===== config.mk =====
export PLATFORM = sky130hd
export DESIGN_NAME = lh_message_framer
export DESIGN_NICKNAME = d
export VERILOG_FILES = /design/src/rtl/lh_message_framer.sv
export SDC_FILE = /design/constraint.sdc
export NUM_CORES = 1
export LEC_CHECK = 0
export ABC_AREA = 1
export CAP_MARGIN = 20
export CORE_ASPECT_RATIO = 0.75
export CORE_UTILIZATION = 31
export CTS_CLUSTER_SIZE = 30
export DETAILED_ROUTE_END_ITERATION = 12
export PLACE_DENSITY = 0.6
export SYNTH_ARGS = -nofsm -noshare
export SYNTH_HDL_FRONTEND = slang
export SYNTH_SLANG_ARGS = --single-unit

===== constraint.sdc =====
create_clock -name clk -period 2.5 [get_ports clk]
set_input_delay 0.5 -clock clk [delete_from_list [all_inputs] [get_ports clk]]
set_output_delay 0.5 -clock clk [all_outputs]
set_load 0.05 [all_outputs]

===== src/rtl/lh_message_framer.sv =====
// Message framer feeding the light-hash core: buffers and validates a host message,
// replays it as FF/body/00, then captures the returned digest with sticky error flags.
module lh_message_framer #(
   parameter int unsigned MAX_LEN = 32,
   parameter int unsigned TIMEOUT = 64
) (
   input  logic        clk,
   input  logic        rst_n,
   input  logic [7:0]  in_byte,
   input  logic        in_valid,
   input  logic        in_last,
   output logic        in_ready,
   output logic [7:0]  message_byte,
   output logic        message_valid,
   input  logic        out_ready,
   input  logic [63:0] digest,
   input  logic        digest_ready,
   output logic [63:0] hash_out,
   output logic        hash_valid,
   input  logic        hash_ack,
   output logic        err_char,
   output logic        err_len,
   output logic        err_timeout
);

   localparam int unsigned LW = $clog2(MAX_LEN) + 1;
   localparam int unsigned TW = $clog2(TIMEOUT) + 1;

   typedef enum logic [2:0] {
      S_IDLE, S_COLLECT, S_DRAIN, S_HEAD, S_BODY, S_TAIL, S_WAIT, S_DONE
   } state_t;

   state_t          r_state, w_next;
   logic [7:0]      r_buf [MAX_LEN];
   logic [LW-1:0]   r_len, r_rd;
   logic [TW-1:0]   r_timer;
   logic [63:0]     r_hash_out;
   logic            r_hash_valid, r_err_char, r_err_len, r_err_timeout;

   logic            w_xfer, w_char_ok, w_full, w_last_rd, w_collect, w_wr, w_expire;

   assign w_xfer    = in_valid & in_ready;
   assign w_char_ok = ((in_byte >= 8'h20) && (in_byte <= 8'h7E)) ||
                      ((in_byte >= 8'hA1) && (in_byte <= 8'hFE));
   assign w_full    = (r_len == LW'(MAX_LEN));
   assign w_last_rd = (r_rd == (r_len - LW'(1)));
   assign w_collect = (r_state == S_IDLE) || (r_state == S_COLLECT);
   assign w_wr      = w_xfer & w_collect & w_char_ok & ~w_full;
   assign w_expire  = (r_timer == TW'(TIMEOUT - 1));

   always_ff @(posedge clk) begin
      if (!rst_n) r_state <= S_IDLE;
      else        r_state <= w_next;
   end

   always_comb begin
      w_next        = r_state;
      in_ready      = 1'b0;
      message_valid = 1'b0;
      message_byte  = '0;
      case (r_state)
         S_IDLE, S_COLLECT: begin
            in_ready = 1'b1;
            if (w_xfer) begin
               if (!w_char_ok || w_full) w_next = in_last ? S_IDLE : S_DRAIN;
               else                      w_next = in_last ? S_HEAD : S_COLLECT;
            end
         end
         S_DRAIN: begin
            in_ready = 1'b1;
            if (w_xfer && in_last) w_next = S_IDLE;
         end
         S_HEAD: begin
            message_valid = 1'b1;
            message_byte  = 8'hFF;
            if (out_ready) w_next = S_BODY;
         end
         S_BODY: begin
            message_valid = 1'b1;
            message_byte  = r_buf[r_rd[LW-2:0]];
            if (out_ready && w_last_rd) w_next = S_TAIL;
         end
         S_TAIL: begin
            message_valid = 1'b1;
            if (out_ready) w_next = S_WAIT;
         end
         S_WAIT: begin
            if (digest_ready)  w_next = S_DONE;
            else if (w_expire) w_next = S_IDLE;
         end
         S_DONE: begin
            if (hash_ack) w_next = S_IDLE;
         end
         default: w_next = S_IDLE;
      endcase
      // Handshake outputs are forced low for the whole time reset is asserted.
      if (!rst_n) begin
         in_ready      = 1'b0;
         message_valid = 1'b0;
         message_byte  = '0;
      end
   end

   always_ff @(posedge clk) begin
      if (w_wr) r_buf[r_len[LW-2:0]] <= in_byte;
   end

   always_ff @(posedge clk) begin
      if (!rst_n) begin
         r_len         <= '0;
         r_rd          <= '0;
         r_timer       <= '0;
         r_hash_out    <= '0;
         r_hash_valid  <= 1'b0;
         r_err_char    <= 1'b0;
         r_err_len     <= 1'b0;
         r_err_timeout <= 1'b0;
      end else begin
         case (r_state)
            S_IDLE, S_COLLECT: begin
               if (w_xfer) begin
                  // First byte of a new message clears old errors; a new error from it wins.
                  if (r_state == S_IDLE) begin
                     r_err_char    <= 1'b0;
                     r_err_len     <= 1'b0;
                     r_err_timeout <= 1'b0;
                  end
                  if (!w_char_ok) begin
                     r_err_char <= 1'b1;
                     r_len      <= '0;
                  end else if (w_full) begin
                     r_err_len <= 1'b1;
                     r_len     <= '0;
                  end else begin
                     r_len <= r_len + LW'(1);
                  end
               end
            end
            S_HEAD: if (out_ready) r_rd <= '0;
            S_BODY: if (out_ready) r_rd <= r_rd + LW'(1);
            S_TAIL: begin
               if (out_ready) begin
                  r_timer <= '0;
                  r_len   <= '0;
               end
            end
            S_WAIT: begin
               r_timer <= r_timer + TW'(1);
               if (digest_ready) begin
                  r_hash_out   <= digest;
                  r_hash_valid <= 1'b1;
               end else if (w_expire) begin
                  r_err_timeout <= 1'b1;
               end
            end
            S_DONE: if (hash_ack) r_hash_valid <= 1'b0;
            default: ;
         endcase
      end
   end

   assign hash_out    = r_hash_out;
   assign hash_valid  = r_hash_valid;
   assign err_char    = r_err_char;
   assign err_len     = r_err_len;
   assign err_timeout = r_err_timeout;

endmodule


The metal 1 layer:
Scale bar: 100 um. Supply wires on this layer in grey.
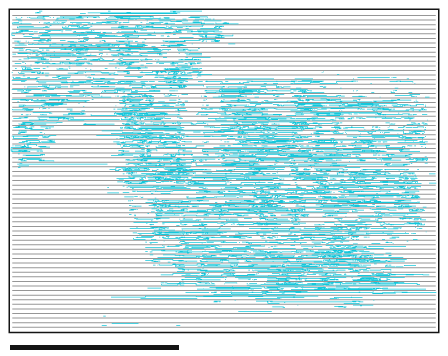
longest straight run: 70.4 um
wire length on this layer: 19800 um
nets with wire on the layer: 1627
share of all routed wire: 46%

Metal 2:
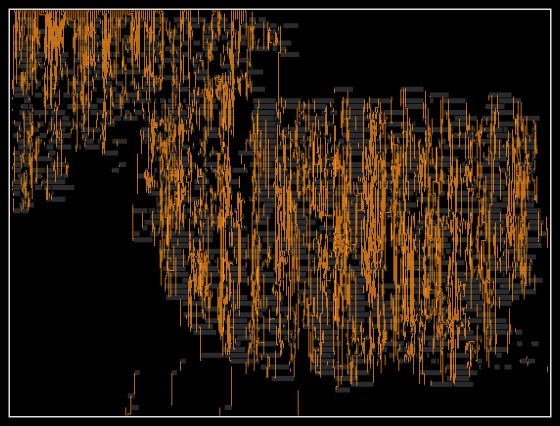
share of all routed wire: 44%
wire length on this layer: 18900 um

==> out/results.ini <==
[detailed_routing]
drc_errors = 0
drt_first_pass_iters = 6
met2_length_mm = 18.9
drt-initial-drc-count = 989
avgRoutedWirePerCell_um = 18.5

[die]
core_mm2 = 0.0465
rows = 68
fp.dieW_um = 254

[final_timing]
report.final.slew_viol_count = 0
period_needed_ns = 2.95
whs_ns = 0.479
skew_ns = 0.0312
tightestPinTransition_ns = 0.734
maxSlewHeadroom_pct = 51.1
final.setup.worst_slack_ns = -0.454
finalSetupViolations = 8
final.setup.tns_ns = -3.25
period_used_pct = 118

[power_and_ir_drop]
internal_power_mw = 11.0
switchingPower_mw = 4.40
comb_power_mw = 3.18
seqPwrFrac_pct = 42.2
clkPwrFrac_pct = 37.2
total_power_mw = 15.4

[global_route]
grt_start_max_net_pins = 75
grt_antenna_before_repair = 3
grt_first_pass_wirelength_mm = 64.9
grtUsageMet2_pct = 26.4
grt_remaining_overflow = 0
use_met3_pct = 5.27

[yosys]
mux_area_share_pct = 0
ys_sh_simple_pct = 22.6
syn_area_mm2 = 0.0148
ys_seq_share_pct = 65.0

[final_layout]
n_fill_cell = 4507
fin_nets = 1774
drive_gt1_share_pct = 17.8
area_growth_pct = 31.2
lay_top_count = nand2_1
final-seq-area_mm2 = 0.00959

[critical_path]
critPathCaptureType = output port
rr_worst_depth = 8
setup.worst_path.end = message_byte[6]
r2r_slack_ns = 0.17
required_ns = 2.00

[clock_network]
cts_resized = 38
htreeDepth = 2
numCtsBuffers = 38
hold_buffers = 0

[status]
violations = negative setup slack
status = finished, violations left

[worst_hold_path]
worstHoldEndpoint = hash_valid
hold_depth = 1

[place]
port-buffer-count = 156

[flow_run]
cap_violations = 0

cell usage after synthesis, types with 2 or more instances:
master      n  area (um2)
nor2_4      3        33.8
xor2_1      2        17.5
ha_1        7        87.6
a21oi_1    44         220
nor4_2      2        25.0
buf_2      33         165
o21a_1      3        22.5
nand2_1   395        1480
clkbuf_1   22        82.6
nor2_1    173         649
nor2_2     53         332
nand4_1     6        37.5
buf_1       8        30.0
nor3_1      5        25.0
edfxtp_1  256        7690
o21ai_0    47         235
o21ai_1    58         290
nand3_1   125         626
nand3_2     3        30.0
inv_1      32         120
buf_4       5        37.5
nand2_2     9        56.3
dfxtp_1    95        1900
xnor2_1     2        17.5
o211ai_1   32         240
o21ai_2     2        17.5
nor3b_1     3        22.5
inv_2      12        45.0
a221oi_1    2        17.5
buf_6      13         146
final cells by class:
type	count	share of cell area, %
clock inverter	27	1.54
clock buffer	40	4.95
timing repair buffer	271	14.8
multi-input combinational	981	24.1
tap	630	4.07
inverter	45	0.950
sequential	351	49.5
antenna	1	0.0129
flip-flops by register name, summed over array words and instances, names as in the netlist, 3 cells and up, named ones only:
name / flops
hash_out: 64
r_buf: 256
r_len: 6
r_rd: 6
r_state: 3
r_timer: 7
metrics by stage:
| stage | worst slack, ns | cells | util [%] |
|---|---|---|---|
| final | -0.454 | 2346 | 41.7 |
| after global routing | -0.556 | 2345 | 41.7 |
| after CTS | -0.422 | 2343 | 41.5 |
| after detailed placement | -0.322 | 2267 | 38.1 |
| after global placement | -0.253 | 2267 | 38.1 |
| after floorplan | 0.0537 | 1458 | - |
critical path, cell delays in order (launching register included):
cell      delay [ns]
dfxtp_4         0.47
buf_12          0.15
buf_16          0.14
o21ai_2         0.05
o211ai_1        0.31
nand3_1         0.19
nand3_2         0.12
nand3_2         0.09
a21oi_2         0.13
buf_4           0.15
buf_12          0.13
